--- src/rtl/regfile_wport_arbiter_pkg.sv ---
// Shared types and constants for the register-file write-port arbiter.
package regfile_wport_arbiter_pkg;

    localparam int REG_ADDR_W = 4;
    localparam int DATA_W     = 32;
    localparam int NUM_REGS   = 15;

    // r15 has no storage behind it, so writes to it are dropped at the port.
    localparam logic [REG_ADDR_W-1:0] NO_REG_ADDR = 4'd15;

    typedef enum logic [1:0] {
        INIT  = 2'd0,
        RUN   = 2'd1,
        FORCE = 2'd2
    } state_e;

    // True when a destination maps onto a real register.
    function automatic logic is_writable(input logic [REG_ADDR_W-1:0] dest);
        return dest != NO_REG_ADDR;
    endfunction

endpackage

--- src/rtl/regfile_clear_seq.sv ---
// Index counter that walks r0..r(NUM_REGS-1) while the arbiter is clearing
// the register file; done marks the cycle that writes the last register.
module regfile_clear_seq
    import regfile_wport_arbiter_pkg::*;
(
    input  logic                  clk,
    input  logic                  rst,
    input  logic                  active,
    output logic [REG_ADDR_W-1:0] idx,
    output logic                  done
);

    logic [REG_ADDR_W-1:0] idx_q;
    logic [REG_ADDR_W-1:0] idx_d;

    // Advance one register per active cycle, wrapping to 0 after the last one.
    always_comb begin
        done  = active && (idx_q == REG_ADDR_W'(NUM_REGS - 1));
        idx_d = idx_q;
        if (active) begin
            idx_d = done ? '0 : idx_q + 1'b1;
        end
    end

    // Index register.
    always_ff @(posedge clk) begin
        if (rst) begin
            idx_q <= '0;
        end else begin
            idx_q <= idx_d;
        end
    end

    assign idx = idx_q;

endmodule

--- src/rtl/regfile_wport_arbiter.sv ---
// Single write-port arbiter between the pipeline WB stage and an auxiliary
// multi-cycle unit. The pipeline wins by default; an aux request that has
// waited STARVE_LIMIT cycles forces a one-cycle pipeline stall to drain it.
// Optional feature macro: REGFILE_CLEAR_EN -- after reset, write 0 to
// r0..r14 (one per cycle) before normal arbitration starts.
module regfile_wport_arbiter
    import regfile_wport_arbiter_pkg::*;
#(
    parameter int STARVE_LIMIT = 3
) (
    input  logic                  clk,
    input  logic                  rst,
    input  logic                  wb_en_in,
    input  logic [REG_ADDR_W-1:0] wb_dest_in,
    input  logic [DATA_W-1:0]     wb_result_in,
    input  logic                  aux_valid,
    input  logic [REG_ADDR_W-1:0] aux_dest,
    input  logic [DATA_W-1:0]     aux_data,
    output logic                  aux_ready,
    output logic                  stall,
    output logic                  init_busy,
    output logic                  rf_wb_en,
    output logic [REG_ADDR_W-1:0] rf_dest,
    output logic [DATA_W-1:0]     rf_result
);

    state_e                state_q;
    state_e                state_d;
    logic [3:0]            wait_q;
    logic [3:0]            wait_d;

`ifdef REGFILE_CLEAR_EN
    localparam state_e RESET_STATE = INIT;

    logic [REG_ADDR_W-1:0] init_idx;
    logic                  init_done;

    regfile_clear_seq u_clear_seq (
        .clk    (clk),
        .rst    (rst),
        .active (state_q == INIT && !rst),
        .idx    (init_idx),
        .done   (init_done)
    );
`else
    localparam state_e RESET_STATE = RUN;
`endif

    // Port arbitration: outputs depend on the current state and live requests.
    always_comb begin
        aux_ready = 1'b0;
        stall     = 1'b0;
        init_busy = 1'b0;
        rf_wb_en  = 1'b0;
        rf_dest   = '0;
        rf_result = '0;
        if (rst) begin
            stall = 1'b1;
        end else begin
            case (state_q)
`ifdef REGFILE_CLEAR_EN
                INIT: begin
                    init_busy = 1'b1;
                    stall     = 1'b1;
                    rf_wb_en  = 1'b1;
                    rf_dest   = init_idx;
                end
`endif
                RUN: begin
                    if (wb_en_in) begin
                        rf_wb_en  = is_writable(wb_dest_in);
                        rf_dest   = wb_dest_in;
                        rf_result = wb_result_in;
                    end else if (aux_valid) begin
                        aux_ready = 1'b1;
                        rf_wb_en  = is_writable(aux_dest);
                        rf_dest   = aux_dest;
                        rf_result = aux_data;
                    end
                end
                FORCE: begin
                    // Pipeline is frozen; its write is re-presented next cycle.
                    stall = 1'b1;
                    if (aux_valid) begin
                        aux_ready = 1'b1;
                        rf_wb_en  = is_writable(aux_dest);
                        rf_dest   = aux_dest;
                        rf_result = aux_data;
                    end
                end
                default: ;
            endcase
        end
    end

    // Starvation counter and next-state selection. FORCE is entered on the
    // cycle the count reaches the limit so the stall lands on the next cycle.
    always_comb begin
        if (!aux_valid || aux_ready) begin
            wait_d = '0;
        end else if (state_q == INIT) begin
            wait_d = wait_q;
        end else begin
            wait_d = (wait_q == 4'hF) ? wait_q : wait_q + 4'd1;
        end

        state_d = state_q;
        case (state_q)
`ifdef REGFILE_CLEAR_EN
            INIT:    if (init_done) state_d = RUN;
`endif
            RUN:     if (wait_d == 4'(STARVE_LIMIT)) state_d = FORCE;
            FORCE:   state_d = RUN;
            default: state_d = RUN;
        endcase
    end

    // State and counter registers.
    always_ff @(posedge clk) begin
        if (rst) begin
            state_q <= RESET_STATE;
            wait_q  <= '0;
        end else begin
            state_q <= state_d;
            wait_q  <= wait_d;
        end
    end

endmodule

--- config.mk ---
export PLATFORM = sky130hd
export DESIGN_NAME = regfile_wport_arbiter
export DESIGN_NICKNAME = d
export VERILOG_FILES = /design/src/rtl/regfile_wport_arbiter_pkg.sv /design/src/rtl/regfile_clear_seq.sv /design/src/rtl/regfile_wport_arbiter.sv
export SDC_FILE = /design/constraint.sdc
export NUM_CORES = 1
export LEC_CHECK = 0
export ABC_AREA = 0
export CAP_MARGIN = 5
export CELL_PAD_IN_SITES_DETAIL_PLACEMENT = 0
export CELL_PAD_IN_SITES_GLOBAL_PLACEMENT = 2
export CORE_UTILIZATION = 11
export DETAILED_ROUTE_END_ITERATION = 8
export GPL_TIMING_DRIVEN = 0
export PLACE_DENSITY_LB_ADDON = 0.1
export SLEW_MARGIN = 25
export SYNTH_ARGS = -nofsm -noshare
export SYNTH_HDL_FRONTEND = slang
export SYNTH_SLANG_ARGS = --single-unit
--- constraint.sdc ---
create_clock -name clk -period 1.95 [get_ports clk]
set_clock_uncertainty 0.1 [all_clocks]
set_input_delay 0.195 -clock clk [delete_from_list [all_inputs] [get_ports clk]]
set_output_delay 0.195 -clock clk [all_outputs]
set_load 0.01 [all_outputs]
### Clock wires, drivers and flops, run 1

The bar under the picture is 20 um long.
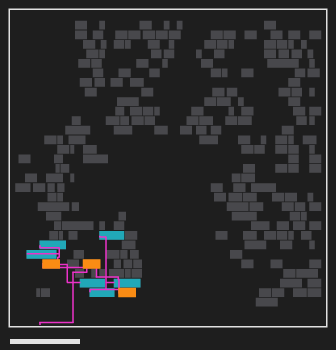
Key: orange = clock drivers [count 3]; magenta = clock wires [length 129 um]; cyan = flip-flops [count 6]
Position of the flops: bottom left.

### Sequential cells grouped by signal name, run 1

The bar under the picture is 20 um long. Other cells in gray.
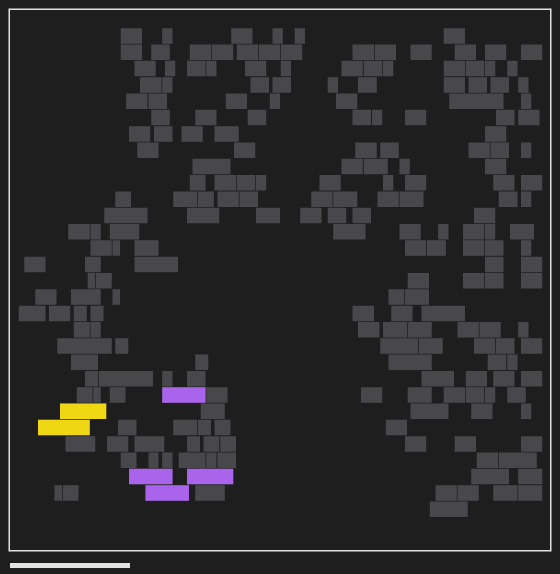
Key: purple = wait_q [placed flops 4]; yellow = state_q [placed flops 2]

==> reports/qor.txt, run 1 <==
Slew HR = 0.639
Late-Pin Clk Latency = 220 ps
Hpwl dp = 3990 um
Pin count of the biggest net entering global routing = 11
Die area = 8100 um2
Mapped Nets = 173
TritonCTS Buffers = 3
Fraction of the mapped netlist area in simple logic gates = 0.182
Worst R2R Start = wait_q[0]
CTS clk-pin slew, worst paths = 40 ps
Min-Delay Endpoint = wait_q[0]
Worst setup margin = -191 ps
Failing checks = negative setup slack
Hold buffer count at cts = 0
First-pass GRT wire length = 7200 um
Wire per inst = 14.9 um
Fill cell count = 792
Pre-CTS setup slack = -905 ps
R2r worst-path depth = 4
Cell row count = 31
HP Class = reg -> reg
Fmax achieved = 467 MHz
Area fraction in compound gates = 0.492
R2R setup slack = 190 ps
Maximum fanout along the worst path = 7
Status = finished, violations left
Nets = 303
Final setup vio count = 37
Cell Area, Synth = 852 um2
Placed inst area = 2120 um2
PortBufs = 114
H-tree depth = 1
P_leak = 1.03 nW
Yosys xor share = 0.0103
Critical path arrival = 1850 ps
### Signal metal coverage by tile, run 1

18 x 18 tiles, from dark blue (low) to red (high), scaled to the fullest tile. Values are wire area over tile area, all layers added.
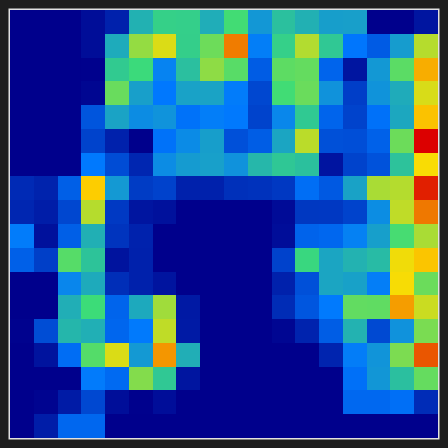
The mean over all tiles is 0.093. The densest ninth of the die: right middle. 15% of the tiles are over half the peak. 30% of the tiles are nearly empty.

-- run 1: placed cells by master, fill, tap and decap left out, types with 2 or more instances in the layout --
master            n
a21oi_1           2
a22o_1           29
a22o_4            6
a41o_1            2
buf_12            3
buf_2            27
buf_4             6
buf_6            15
buf_8             3
clkbuf_8          3
clkdlybuf4s50_1  75
dfxtp_1           3
dfxtp_2           2
ha_1              2
ha_4              2
inv_2             2
nand2b_1          3
nand2b_4          2
nand3b_1          2
nor3_1            3
nor3b_1           3
-- run 1: area by class of cell --
class | instances | area (um2) | area share
plain buffers | 6 | 71.3 | 0.0310
well taps | 99 | 124 | 0.0539
flip-flops and latches | 6 | 126 | 0.0550
multi-input cells | 76 | 736 | 0.320
clock buffers | 3 | 41.3 | 0.0180
inverters | 4 | 17.5 | 0.00763
repair buffers | 126 | 1180 | 0.514
-- run 1: registers in the layout, summed over array words and instances (netlist names) --
signal	count
state_q	2
wait_q	4
-- run 1: per-stage QoR --
stage	hold WS [ps]	util	total power, mW	TNS [ps]
finish	503	0.312	0.805	-5080
CTS	535	0.304	0.801	-3260
global route	540	0.312	0.847	-8390
detailed placement	518	0.287	0.594	-30190
floorplan	295	-	0.295	0
global placement	476	0.287	0.594	-28280
-- run 1: layer usage --
layer,up-vias,GRT usage,share of wire
met1,587,0.118,0.38
met5,-,0,0
met4,0,0.0121,0.0029
met3,2,0.0296,0.075
met2,67,0.222,0.54
li1,635,-,-
-- run 1: worst max-delay path, stage by stage (launching register included) --
cell	delay, ps
dfxtp_4	370
inv_4	40
ha_4	280
nand2b_4	70
a211oi_4	250
buf_12	170
buf_8	110
buf_6	80
a22o_1	110
buf_2	130
-- run 1: synth_stat cells (all sizes together) --
| cell type | count |
|---|---|
| a22o | 36 |
| buf | 7 |
| dfxtp | 6 |
| nand2b | 5 |
| ha | 4 |
| inv | 4 |
| nor3 | 3 |
| nor3b | 3 |
| a21oi | 2 |
| a41o | 2 |
| nand3b | 2 |
| a211o | 1 |
| a211oi | 1 |
| a21boi | 1 |
| a31oi | 1 |
| a41oi | 1 |
| and4 | 1 |
| conb | 1 |
| mux2 | 1 |
| mux2i | 1 |
| nand2 | 1 |
| nand4b | 1 |
| nor2 | 1 |
| nor2b | 1 |
| o211ai | 1 |
| o21ai | 1 |
| or2 | 1 |
| or4 | 1 |
| or4bb | 1 |
| xnor2 | 1 |
-- run 1: how the worst max path moves through the flow --
stage                from             to  slack (ps)
2_1_floorplan  state_q[0]     rf_dest[0]          80
3_3_place_gp          rst  rf_result[24]        -850
3_5_place_dp          rst  rf_result[22]        -900
4_1_cts        state_q[0]  rf_result[17]        -180
5_1_grt        state_q[0]  rf_result[17]        -280
6_report       state_q[0]  rf_result[17]        -190
-- run 1: timing repair --
| action | CTS | global route |
|---|---|---|
| pin swaps | 4 | 16 |
| setup buffers | 10 | 1 |
| resized | 186 | 8 |
| endpoints found under the setup margin | 38 | 40 |
| cloned | 0 | 1 |
-- run 1: report_power, final --
part | switching [mW] | internal (mW) | leakage, nW
logic | 0.174 | 0.312 | 0.960
clock network | 0.0558 | 0.133 | 0.0216
registers | 0.00420 | 0.126 | 0.0494
==> run 2, diff against run 1 <==
- CAP_MARGIN: 5 -> 20
### Sequential cells grouped by signal name, run 2

The bar under the picture is 20 um long. Other cells in gray.
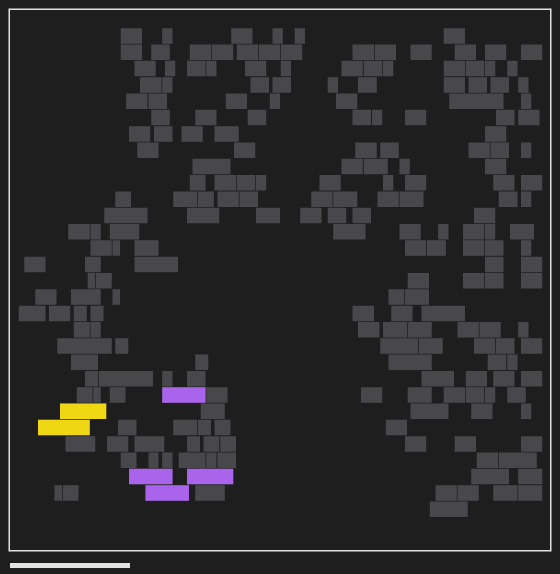
Key: purple = wait_q [placed flops 4]; yellow = state_q [placed flops 2]

==> run 2 against run 1 <==
The flow still finishes with violations (negative setup slack); first-iteration DRC count did not move; die size is the same; critical path depth unchanged; power stayed put; hold slack unchanged; design area unchanged; clock power hardly changed; maximum frequency stayed put; wire length stayed put; count of clock-buffer cells in the layout unchanged; sequential cell count unchanged; non-clock buffer count stayed put; largest power group unchanged.
==> reports/qor.txt, run 2 <==
Status = finished, violations left
Failing checks = negative setup slack
Cell family with most CP delay = buffers and inverters
Most numerous logic cell after layout = clkdlybuf4s50_1
Top cells excl fill/tap = clkdlybuf4s50_1, a22o_1, buf_2
YS warnings = 0
Die area = 8100 um2 (unchanged)
Synth cell count leaders = a22o_1, a22o_2, dfxtp_1
Count leader, synth = a22o_1
Detailed Route Iter0 Violations = 9
HP Class = reg -> reg
Mapped Nets = 173 (unchanged)
Top FF cell, synth = dfxtp_1
Slowest stage delay, CP = 370 ps (about the same)
Final setup vio count = 37 (unchanged)
Critical path arrival = 1850 ps (about the same)
CTS clk-pin slew, worst paths = 40 ps (about the same)
Highest-delay cell along the critical path = dfxtp_4
EDFF count, synth = 0 (unchanged)
Hold buffer count at cts = 0 (unchanged)
Sequential-to-total area share from yosys stat = 0.141
Late-Pin Clk Latency = 220 ps (about the same)
Largest Register = wait_q
TritonCTS Buffers = 3 (unchanged)
Cell Chain, Critical Path = inv_4, ha_4, nand2b_4, a211oi_4, buf_12, buf_8, buf_6, a22o_1, buf_2
Max reg flops = 4 (unchanged)
Biggest registers after layout = wait_q (4), state_q (2)
P_leak = 1.03 nW (unchanged)
First-pass GRT wire length = 7200 um (unchanged)
PortBufs = 114 (unchanged)
Fmax achieved = 467 MHz (unchanged)
Placed cells = 306
Nets = 303 (unchanged)
Startpoint Class = register
H-tree depth = 1 (unchanged)
Slew HR = 0.639 (unchanged)
Synth async-reset ratio = 0 (unchanged)
Buf/Inv on CP = 5 (unchanged)
Pin count of the biggest net entering global routing = 11 (unchanged)
Maximum fanout along the worst path = 7 (unchanged)
Top cells, area = a22o_1, dfxtp_1, a22o_2, ha_1, buf_6
Pwr Total = 805 uW (unchanged)
Cell row count = 31 (unchanged)
Worst setup path category = reg -> out
Wire per inst = 14.9 um (unchanged)
Hpwl dp = 3990 um (unchanged)
Worst setup margin = -191 ps (unchanged)
Cell Area, Synth = 852 um2 (unchanged)
run 2: per-layer routing:
layer  up-vias  track usage  routed length, um
li1        635            -                  -
met1       587        0.118               1820
met2        67        0.222               2570
met3         2       0.0296                355
met4         0       0.0121                 14
met5         -            0                  0
run 2: where the power goes:
group | internal [mW] | total, mW | switching (mW) | leakage, nW
combinational | 0.312 | 0.486 | 0.174 | 0.960
clock | 0.133 | 0.189 | 0.0558 | 0.0216
sequential | 0.126 | 0.130 | 0.00420 | 0.0494
run 2: cells by family after synthesis:
logic type               Yosys count  share of synthesized area
AND-OR/OR-AND                     47                      0.492
XOR/XNOR                           1                     0.0103
adder cells (fa/ha/maj)            4                     0.0587
buffers and inverters             11                     0.0866
flip-flops                         6                      0.141
multiplexers                       2                     0.0250
other                              1                    0.00440
AND/OR/NAND/NOR                   21                      0.182
run 2: metrics by stage:
step	instance area [um2]	setup slack, ps	hold slack, ps	setup TNS [ps]	utilization
finish	2300	-191	503	-5080	0.312
global route	2300	-284	540	-8390	0.312
floorplan	852	82.4	295	0	-
detailed placement	2120	-905	518	-30190	0.287
CTS	2240	-183	535	-3260	0.304
global placement	2120	-852	476	-28280	0.287
run 2: final timing paths:
kind	endpoint	slack, ps	cells after the start	startpoint
setup / recovery	rf_result[17]	-190	9	state_q[0]
hold / removal	wait_q[0]	500	2	wait_q[0]
setup reg to reg	state_q[0]	190	4	wait_q[0]
hold reg to reg	wait_q[0]	500	2	wait_q[0]
run 2: worst min-delay path: cells and delay by family (launching register included):
kind,cells,cell delay [ps]
XOR/XNOR,1,140
flip-flops,1,370
AND/OR/NAND/NOR,1,50
run 2: cell type report:
class | instances | area [um2]
Timing Repair Buffer | 126 | 1180
Tap cell | 99 | 124
Inverter | 4 | 17.5
Fill cell | 792 | 5070
Multi-Input combinational cell | 76 | 736
Buffer | 6 | 71.3
Clock buffer | 3 | 41.3
Sequential cell | 6 | 126
run 2: what timing repair did:
action,4_1_cts,5_1_grt
buffers inserted,10,1
resized,186,8
pin swaps,4,16
cloned,0,1
endpoints found under the setup margin,38,40
==> run 3, diff against run 2 <==
- CORE_MARGIN: default -> 2
### Placement view, run 3

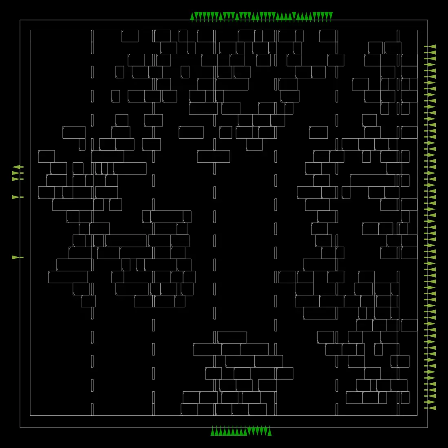
fill cell count: 806
core region area: 7610 um2

==> run 3 against run 2 <==
The flow still finishes with violations (negative setup slack); global-route usage is 1.3 points lower; sequential share of layout area shrank 0.24 points; wire length down 5.0%.
==> reports/qor.txt, run 3 <==
Sw Ratio = 0.283 (-0.00746)
Max reg flops = 4 (unchanged)
Synth cell count leaders = a22o_1, a22o_2, dfxtp_1
YS warnings = 0 (unchanged)
Mapped Nets = 173 (unchanged)
Top cells excl fill/tap = clkdlybuf4s50_1, a22o_1, buf_2
Critical path arrival = 1800 ps (-50 ps)
Failing checks = negative setup slack
Slowest stage delay, CP = 370 ps (about the same)
Startpoint Class = register
Final setup TNS = -3600 ps (+1480 ps)
Register area = 125 um2 (-0.99%)
Slew HR = 0.672 (+0.0334)
Fmax achieved = 477 MHz (+2.2%)
Reg power frac = 0.158 (-0.004)
HP Class = reg -> reg
Hold buffer count at cts = 0 (unchanged)
Pin count of the biggest net entering global routing = 11 (unchanged)
Logic area = 736 um2 (unchanged)
TritonCTS Buffers = 3 (unchanged)
Top FF cell, synth = dfxtp_1
Sequential-to-total area share from yosys stat = 0.141 (unchanged)
Synth async-reset ratio = 0 (unchanged)
Final setup vio count = 37 (unchanged)
Biggest registers after layout = wait_q (4), state_q (2)
Maximum fanout along the worst path = 7 (unchanged)
Pwr Total = 824 uW (+2.4%)
Status = finished, violations left
Worst setup margin = -145 ps (+45.5 ps)
Most numerous logic cell after layout = clkdlybuf4s50_1
Detailed Route Iter0 Violations = 17 (+8)
Hpwl dp = 3560 um (-11%)
Largest Register = wait_q
[run 3: cell count changes in the layout (fill, tap and decap cells not counted), moves of 2 or more]
cell,delta
buf_8,+2
buf_12,+2
buf_4,-2
buf_2,+2
[run 3: metal layers]
| layer | GRT usage | share of wire | vias to the layer above |
|---|---|---|---|
| met5 | 0 | 0 | - |
| met4 | 0.00373 | 0 | 0 |
| met3 | 0.0304 | 0.097 | 0 |
| met2 | 0.165 | 0.46 | 72 |
| met1 | 0.128 | 0.45 | 602 |
| li1 | - | - | 651 |
[run 3: layout make-up]
class                           count  share of cell area
Buffer                              6              0.0332
Clock buffer                        3              0.0174
Inverter                            4             0.00843
Multi-Input combinational cell     76               0.310
Sequential cell                     6              0.0527
Tap cell                          102              0.0537
Timing Repair Buffer              131               0.525
[run 3: final timing paths]
| kind | startpoint | to | slack [ps] | cells past startpoint |
|---|---|---|---|---|
| worst min-delay path | wait_q[2] | wait_q[2] | 520 | 2 |
| worst min register to register | wait_q[2] | wait_q[2] | 520 | 2 |
| worst max register to register | wait_q[0] | state_q[0] | 130 | 4 |
| worst max-delay path | state_q[0] | rf_result[3] | -150 | 9 |
[run 3: critical path, delay by kind of cell, from the launching register on]
family	cells	cell delay, ps
AOI/OAI and AO/OA	2	360
buffers and inverters	5	500
and+or+nand+nor	1	60
adders and majority gates	1	270
DFF	1	370
[run 3: per-stage QoR]
| stage | area, um2 | std cells | hold slack, ps |
|---|---|---|---|
| 3_3_place_gp | 2120 | 309 | 478 |
| 5_1_grt | 2380 | 328 | 561 |
| 3_5_place_dp | 2120 | 309 | 512 |
| 2_1_floorplan | 852 | 93 | 295 |
| 6_report | 2380 | 328 | 525 |
| 4_1_cts | 2350 | 328 | 523 |
[run 3: cells by family (layout without fill, tap and decap cells)]
family | Yosys count | in the layout | synth area share
xor gates and xnor gates | 1 | 1 | 0.0103
muxes | 2 | 2 | 0.0250
AOI/OAI and AO/OA | 47 | 47 | 0.492
buffers and inverters | 11 | 144 | 0.0866
other | 1 | 1 | 0.00440
and+or+nand+nor | 21 | 21 | 0.182
DFF | 6 | 6 | 0.141
adders and majority gates | 4 | 4 | 0.0587
[run 3: power groups by stage]
stage	logic, mW	registers, mW	clock network (mW)
finish	0.510	0.130	0.184
detailed placement	0.460	0.132	0
CTS	0.508	0.130	0.185
global route	0.547	0.131	0.200
floorplan	0.164	0.131	0
global placement	0.460	0.131	0
[run 3: repair_timing]
action / 4_1_cts / 5_1_grt
resized: 187 / 14
setup buffers: 13 / 2
setup endpoints to repair: 38 / 39
cloned: 5 / 0
pin swaps: 18 / 15
Power is estimated from default activity; no workload was simulated.
